clocks.png
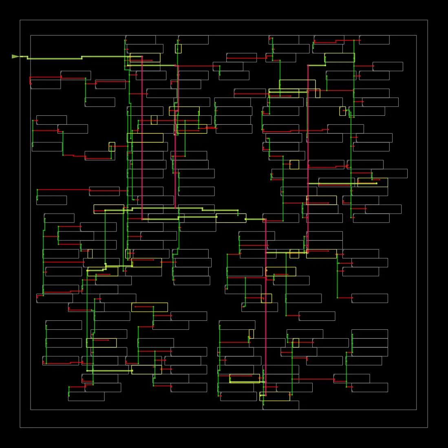
sizes.png
(4 px per um)
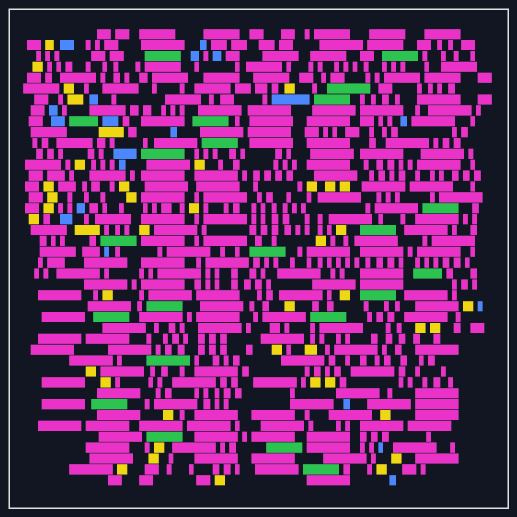
$ cat src/rtl/usbfs_endp_rx_buf_pkg.sv
// Shared USB full-speed definitions for the OUT-endpoint receive path.
// Includes PID codes, the handshake request encoding and the receive FSM states.
package usbfsPkg;

   typedef enum logic [3:0] {
      PID_DATA0 = 4'b0011,
      PID_DATA1 = 4'b1011,
      PID_ACK   = 4'b0010,
      PID_NAK   = 4'b1010,
      PID_STALL = 4'b1110
   } pid_e;

   typedef enum logic [1:0] {
      HS_NONE  = 2'd0,
      HS_ACK   = 2'd1,
      HS_NAK   = 2'd2,
      HS_STALL = 2'd3
   } hs_e;

   typedef enum logic [1:0] {
      ST_IDLE = 2'd0,
      ST_RECV = 2'd1,
      ST_DROP = 2'd2
   } rx_state_e;

endpackage

$ cat src/rtl/usbfs_rx_bank_ram.sv
// Ping-pong payload store: two MAX_PKT-byte banks, one write port and one registered read port.
// The bank select is the address MSB, so a fill and a downstream read never touch the same bank.
module usbfs_rx_bank_ram #(
   parameter int DEPTH  = 16,
   parameter int ADDR_W = 4
) (
   input  logic              clk,
   input  logic              rst,
   input  logic              we,
   input  logic [ADDR_W-1:0] waddr,
   input  logic [7:0]        wdata,
   input  logic              re,
   input  logic [ADDR_W-1:0] raddr,
   output logic [7:0]        rdata
);

   logic [7:0] mem [DEPTH];

   always_ff @(posedge clk) begin
      if (we) mem[waddr] <= wdata;
   end

   // Read data holds between strobes, including reads past the stored length.
   always_ff @(posedge clk or posedge rst) begin
      if (rst)     rdata <= 8'h00;
      else if (re) rdata <= mem[raddr];
   end

endmodule

$ cat src/rtl/usbfs_endp_rx_buf.sv
// OUT-endpoint receive buffer: CRC/length/toggle checks, ACK/NAK/STALL decision,
// ping-pong payload banks and a valid/ready handoff to the byte-stream stage.
module usbfs_endp_rx_buf
   import usbfsPkg::*;
#(
   parameter int MAX_PKT = 8
) (
   input  logic                     i_clk,
   input  logic                     i_rst,
   input  logic                     i_sop,
   input  logic                     i_dataPid,
   input  logic                     i_byteValid,
   input  logic [7:0]               i_byte,
   input  logic                     i_eop,
   input  logic                     i_crcOk,
   input  logic                     i_toggleClr,
   output logic                     o_hsAck,
   output logic                     o_hsNak,
   output logic                     o_hsStall,
   input  logic                     i_erStall,
   output logic                     o_erValid,
   input  logic                     i_erReady,
   input  logic                     i_erRdEn,
   input  logic [$clog2(MAX_PKT)-1:0] i_erRdIdx,
   output logic [7:0]               o_erRdByte,
   output logic [$clog2(MAX_PKT):0] o_erRdNBytes
);

   localparam int AW = $clog2(MAX_PKT);
   localparam int CW = AW + 1;
   localparam logic [CW-1:0] PKT_LEN = CW'(MAX_PKT);
   localparam logic [CW-1:0] CNT_OVF = CW'(MAX_PKT + 1);

   // One count past MAX_PKT marks overflow and sticks there.
   function automatic logic [CW-1:0] sat_inc(input logic [CW-1:0] c);
      return (c == CNT_OVF) ? c : c + 1'b1;
   endfunction

   rx_state_e     state_q, state_d;
   hs_e           hs_q, hs_d;
   logic          drop_stall_q, drop_stall_d;
   logic          exp_tog_q;
   logic          pid_q;
   logic [CW-1:0] cnt_q;
   logic [CW-1:0] n_bytes_q;
   logic [CW-1:0] rd_n_bytes_q;
   logic          er_valid_q;
   logic          wr_bank_q, rd_bank_q;
   logic          accept, start;

   wire handoff  = er_valid_q && i_erReady;
   wire overflow = (cnt_q == CNT_OVF);
   wire byte_stb = (state_q == ST_RECV) && !i_sop && i_byteValid;
   wire wr_en    = byte_stb && (cnt_q < PKT_LEN);

   always_ff @(posedge i_clk or posedge i_rst) begin
      if (i_rst) begin
         state_q      <= ST_IDLE;
         hs_q         <= HS_NONE;
         drop_stall_q <= 1'b0;
      end else begin
         state_q      <= state_d;
         hs_q         <= hs_d;
         drop_stall_q <= drop_stall_d;
      end
   end

   // A new SOP always wins: in RECV/DROP it silently aborts the packet and re-evaluates.
   always_comb begin
      state_d      = state_q;
      hs_d         = HS_NONE;
      drop_stall_d = drop_stall_q;
      accept       = 1'b0;
      start        = 1'b0;
      case (state_q)
         ST_RECV: begin
            if (i_eop && !i_sop) begin
               state_d = ST_IDLE;
               if (i_crcOk && !overflow) begin
                  hs_d   = HS_ACK;
                  accept = (pid_q == exp_tog_q);
               end
            end
         end
         ST_DROP: begin
            if (i_eop && !i_sop) begin
               state_d = ST_IDLE;
               if (i_crcOk) hs_d = drop_stall_q ? HS_STALL : HS_NAK;
            end
         end
         default: ;
      endcase
      if (i_sop) begin
         if (i_erStall) begin
            state_d      = ST_DROP;
            drop_stall_d = 1'b1;
         end else if (er_valid_q && !handoff) begin
            state_d      = ST_DROP;
            drop_stall_d = 1'b0;
         end else begin
            state_d = ST_RECV;
            start   = 1'b1;
         end
      end
   end

   always_ff @(posedge i_clk or posedge i_rst) begin
      if (i_rst) begin
         exp_tog_q    <= 1'b0;
         pid_q        <= 1'b0;
         cnt_q        <= '0;
         n_bytes_q    <= '0;
         rd_n_bytes_q <= '0;
         er_valid_q   <= 1'b0;
         wr_bank_q    <= 1'b0;
         rd_bank_q    <= 1'b1;
      end else begin
         if (i_toggleClr)  exp_tog_q <= 1'b0;
         else if (accept)  exp_tog_q <= ~exp_tog_q;
         if (start) begin
            cnt_q <= '0;
            pid_q <= i_dataPid;
         end else if (byte_stb) begin
            cnt_q <= sat_inc(cnt_q);
         end
         if (handoff) begin
            rd_bank_q    <= wr_bank_q;
            wr_bank_q    <= ~wr_bank_q;
            rd_n_bytes_q <= n_bytes_q;
            er_valid_q   <= 1'b0;
         end
         if (accept) begin
            er_valid_q <= 1'b1;
            n_bytes_q  <= cnt_q;
         end
      end
   end

   usbfs_rx_bank_ram #(
      .DEPTH  (2 * MAX_PKT),
      .ADDR_W (AW + 1)
   ) u_ram (
      .clk   (i_clk),
      .rst   (i_rst),
      .we    (wr_en),
      .waddr ({wr_bank_q, cnt_q[AW-1:0]}),
      .wdata (i_byte),
      .re    (i_erRdEn),
      .raddr ({rd_bank_q, i_erRdIdx}),
      .rdata (o_erRdByte)
   );

   assign o_hsAck      = (hs_q == HS_ACK);
   assign o_hsNak      = (hs_q == HS_NAK);
   assign o_hsStall    = (hs_q == HS_STALL);
   assign o_erValid    = er_valid_q;
   assign o_erRdNBytes = rd_n_bytes_q;

endmodule

$ cat config.mk
export PLATFORM = sky130hd
export DESIGN_NAME = usbfs_endp_rx_buf
export DESIGN_NICKNAME = d
export VERILOG_FILES = /design/src/rtl/usbfs_endp_rx_buf_pkg.sv /design/src/rtl/usbfs_rx_bank_ram.sv /design/src/rtl/usbfs_endp_rx_buf.sv
export SDC_FILE = /design/constraint.sdc
export NUM_CORES = 1
export LEC_CHECK = 0
export ABC_AREA = 1
export CELL_PAD_IN_SITES_DETAIL_PLACEMENT = 1
export CELL_PAD_IN_SITES_GLOBAL_PLACEMENT = 1
export CORE_MARGIN = 3
export CORE_UTILIZATION = 48
export CTS_CLUSTER_SIZE = 24
export DETAILED_ROUTE_END_ITERATION = 8
export PLACE_DENSITY = 0.76
export SYNTH_ARGS = -nofsm -noshare
export SYNTH_HDL_FRONTEND = slang
export SYNTH_HIERARCHICAL = 1
export SYNTH_SLANG_ARGS = --single-unit
$ cat constraint.sdc
create_clock -name i_clk -period 2.55 [get_ports i_clk]
set_input_delay 0.765 -clock i_clk [delete_from_list [all_inputs] [get_ports i_clk]]
set_output_delay 0.765 -clock i_clk [all_outputs]
set_load 0.02 [all_outputs]
==> flow_summary_export.csv <==
group,metric,value,unit
synthesis,synthesis.area,6725,sq um
routing,via_count,4692,
pwr,ir_drop,485.2,uV
timing,worst_slew_pin_slew,0.6658,ns
synthesis,synth_async_sr_flop_share,18.99,%
cts,cts-hold-fix-buffers,0,
worst_setup_path,critPathMaxFanout,3,
routing,ant_nets,0,
die,num_rows,42,
timing,rsz0062_at_grt,"false",
timing,timing.final.crit_share,90.98,%
routing,wl_met3,869,um
synthesis,top_cells_by_area,"edfxtp_1, nand2_1, dfrtp_1",
synthesis,ys_seq_share,68.33,%
flow_run,warnings,28,
timing,slew_viol_final,0,
cts,cts_tree,"done",
hold_path,hold_path.class,"register to register",
routing,post-route-drc-count,0,
layout,drive_gt1_share,12.33,%
die,die_width,124.4,um
layout,final_util,59.08,%
place,dp_slack,0.05649,ns
worst_setup_path,crit_path_end_kind,"primary output",
die,ios,38,
timing,post-route-min-period,2.320,ns
pwr,power_density,772.8,nW/um^2
hold_path,hold_depth,2,
synthesis,yosys.cell_count.top_type,"nand2_1",
synthesis,ys.flop_type,"edfxtp_1",
place,port_buffers,37,
synthesis,yosys_area,6725,sq um
global_routing,grt_usage,24.02,%
routing,drtIter0Drc,556,
pwr,leakagePower,3.227,nW
routing,wirelength,17.96,mm
cts,ctsResizeCount,0,
cts,cts.sinks,158,
timing,fin_skew,0.009957,ns
synthesis,synth_flops,158,
timing,tns,0,ns
synthesis,syn_area_per_cell,11.17,sq um
global_routing,grt_pass1_wl,28.24,mm
synthesis,yosys_cells,602,
routing,dr.pass1.iters,5,
hold_path,hp-start,"u_ram/rdata[1]",
cts,cts-buffers-inserted,17,
worst_setup_path,critPathRequiredTime,1.79,ns
die,core,13450,sq um
global_routing,antenna_found_initial,0,
cts,cts_max_path_buffers,2,
worst_setup_path,critical_path_class,"register to primary output",
cts,htree_num_levels,4,
routing,wl_met1,7.372,mm
worst_setup_path,reg2regPathDepth,8,
synthesis,yosys_warnings,6,
synthesis,common_cells,"nand2_1, edfxtp_1, nand3_1, dfrtp_1, nor2_1",
routing,routed_via_density,5.475,
global_routing,overflow,0,
worst_setup_path,r2r_slack,0.62,ns
place,dpl.hpwl,11.82,mm
layout,fillers,1424,
synthesis,synthCells,602,
die,chipArea,15470,sq um
synthesis,yosys.area.top_type_share,57.15,%
synthesis,largest_area_cell,"edfxtp_1",
timing,holdWs,0.4775,ns
timing,max_freq,431.0,MHz
routing,avgRoutedWirePerCell,20.95,um
timing,slew_headroom,55.61,%
worst_setup_path,reg2reg_to,"u_ram/mem[13][1]",
synthesis,edf_count,128,
die,fp-utilization,49.99,%
routing,routed.top_layer,"met4",
worst_setup_path,start_kind,"register",
global_routing,grt_max_degree,65,
cts,cts_root_buffer,"clkbuf_16",
routing,route.met2.wl,9.070,mm
synthesis,syn_nets,628,
worst_setup_path,regToRegStartpoint,"state_q[1]",
worst_setup_path,cp_data_arrival_time,1.55,ns
global_routing,grt_pass1_vias,5040,
timing,setup_viol,0,
place,gp_congestion,0.8417,
status,status,"complete, no violations",
hold_path,min_to,"u_ram/rdata[1]",
timing,hold_viol_final,0,
layout,syn_to_final_growth,18.18,%
layout,antennaDiodeCount,0,
Notes on clocks.png above:
num sequential: 158
Late-Pin Clk Latency: 0.43 ns

Notes on sizes.png above:
_0 and _1 cells: shown in magenta, cells 597, share 88%, most used nand2_1. _2 cells: shown in blue, cells 20, share 2.9%, most used clkinv_2. _3 and _4 cells: shown in yellow, cells 42, share 6.2%, most used buf_4. _6 and larger: shown in green, cells 22, share 3.2%, most used clkbuf_16.

==> per-layer routing <==
metal | vias to the layer above | GRT usage [%]
met4 | 0 | 12.06
met3 | 43 | 4.631
li1 | 2174 | -
met1 | 2340 | 29.93
met5 | - | 0
met2 | 135 | 40.11
==> report_power, final <==
| part | internal (mW) | switching, mW |
|---|---|---|
| Clock | 1.52 | 0.980 |
| Combinational | 0.238 | 0.443 |
| Sequential | 2.88 | 0.0850 |
==> registers in the layout, summed over array words and instances, names as in the netlist <==
signal and cells:
wr_bank_q 1, drop_stall_q 1, cnt_q 4, o_erValid 1, n_bytes_q 4, u_ram/mem 128
state_q 2, exp_tog_q 1, u_ram/rdata 8, hs_q 2, rd_bank_q 1, pid_q 1
o_erRdNBytes 4
==> layout make-up <==
| type | count | area, sq um | area share (%) |
|---|---|---|---|
| Clock buffer | 18 | 429.2 | 5.400 |
| Clock inverter | 14 | 150.1 | 1.889 |
| Inverter | 27 | 103.9 | 1.307 |
| Multi-Input combinational cell | 391 | 1800 | 22.65 |
| Sequential cell | 158 | 4596 | 57.82 |
| Tap cell | 176 | 220.2 | 2.771 |
| Timing Repair Buffer | 73 | 648.1 | 8.155 |
==> metrics by stage <==
step                area (sq um)  power [mW]  cells
detailed placement          7368       3.687    825
finish                      7948       6.142    857
CTS                         7948       6.187    857
floorplan                   6725       3.374    602
global placement            7368       3.658    825
global route                7948       6.368    857
==> cell usage in the layout, fill, tap and decap left out, types with 7 or more instances in the layout <==
cell type        Yosys  routed
clkdlybuf4s50_1      0      36
nand4_1              7       7
nand2_1            226     226
edfxtp_1           128     128
nor2_1              24      24
dfrtp_1             29      29
inv_1               23      23
nand3_1             98      98
buf_4                5      35
clkbuf_16            0      17
==> worst max-delay path by stage <==
stage,from,end,slack [ns],cells past startpoint
after floorplan,i_sop,u_ram/mem[12][0],0.51,5
after global placement,i_sop,u_ram/mem[4][2],0.12,8
after detailed placement,i_sop,u_ram/mem[15][7],0.06,8
after CTS,hs_q[1],o_hsNak,0.20,3
after global routing,hs_q[1],o_hsNak,0.18,3
final,hs_q[1],o_hsNak,0.23,3
==> critical path, stage by stage (launching register included) <==
cell and delay [ns]:
dfrtp_1 0.38, inv_1 0.06, nor2_1 0.08, clkdlybuf4s50_1 0.61
==> kinds of logic after synthesis <==
family	count (synthesis)	synth area share, %
adder cells (fa/ha/maj)	4	0.7442
flip-flops	158	68.34
AND/OR/NAND/NOR	368	23.87
buffers and inverters	53	4.893
multiplexers	4	0.6697
AND-OR/OR-AND	13	1.116
XOR/XNOR	2	0.3722
Power figures rest on the tool's default switching activity, not on a simulated workload.
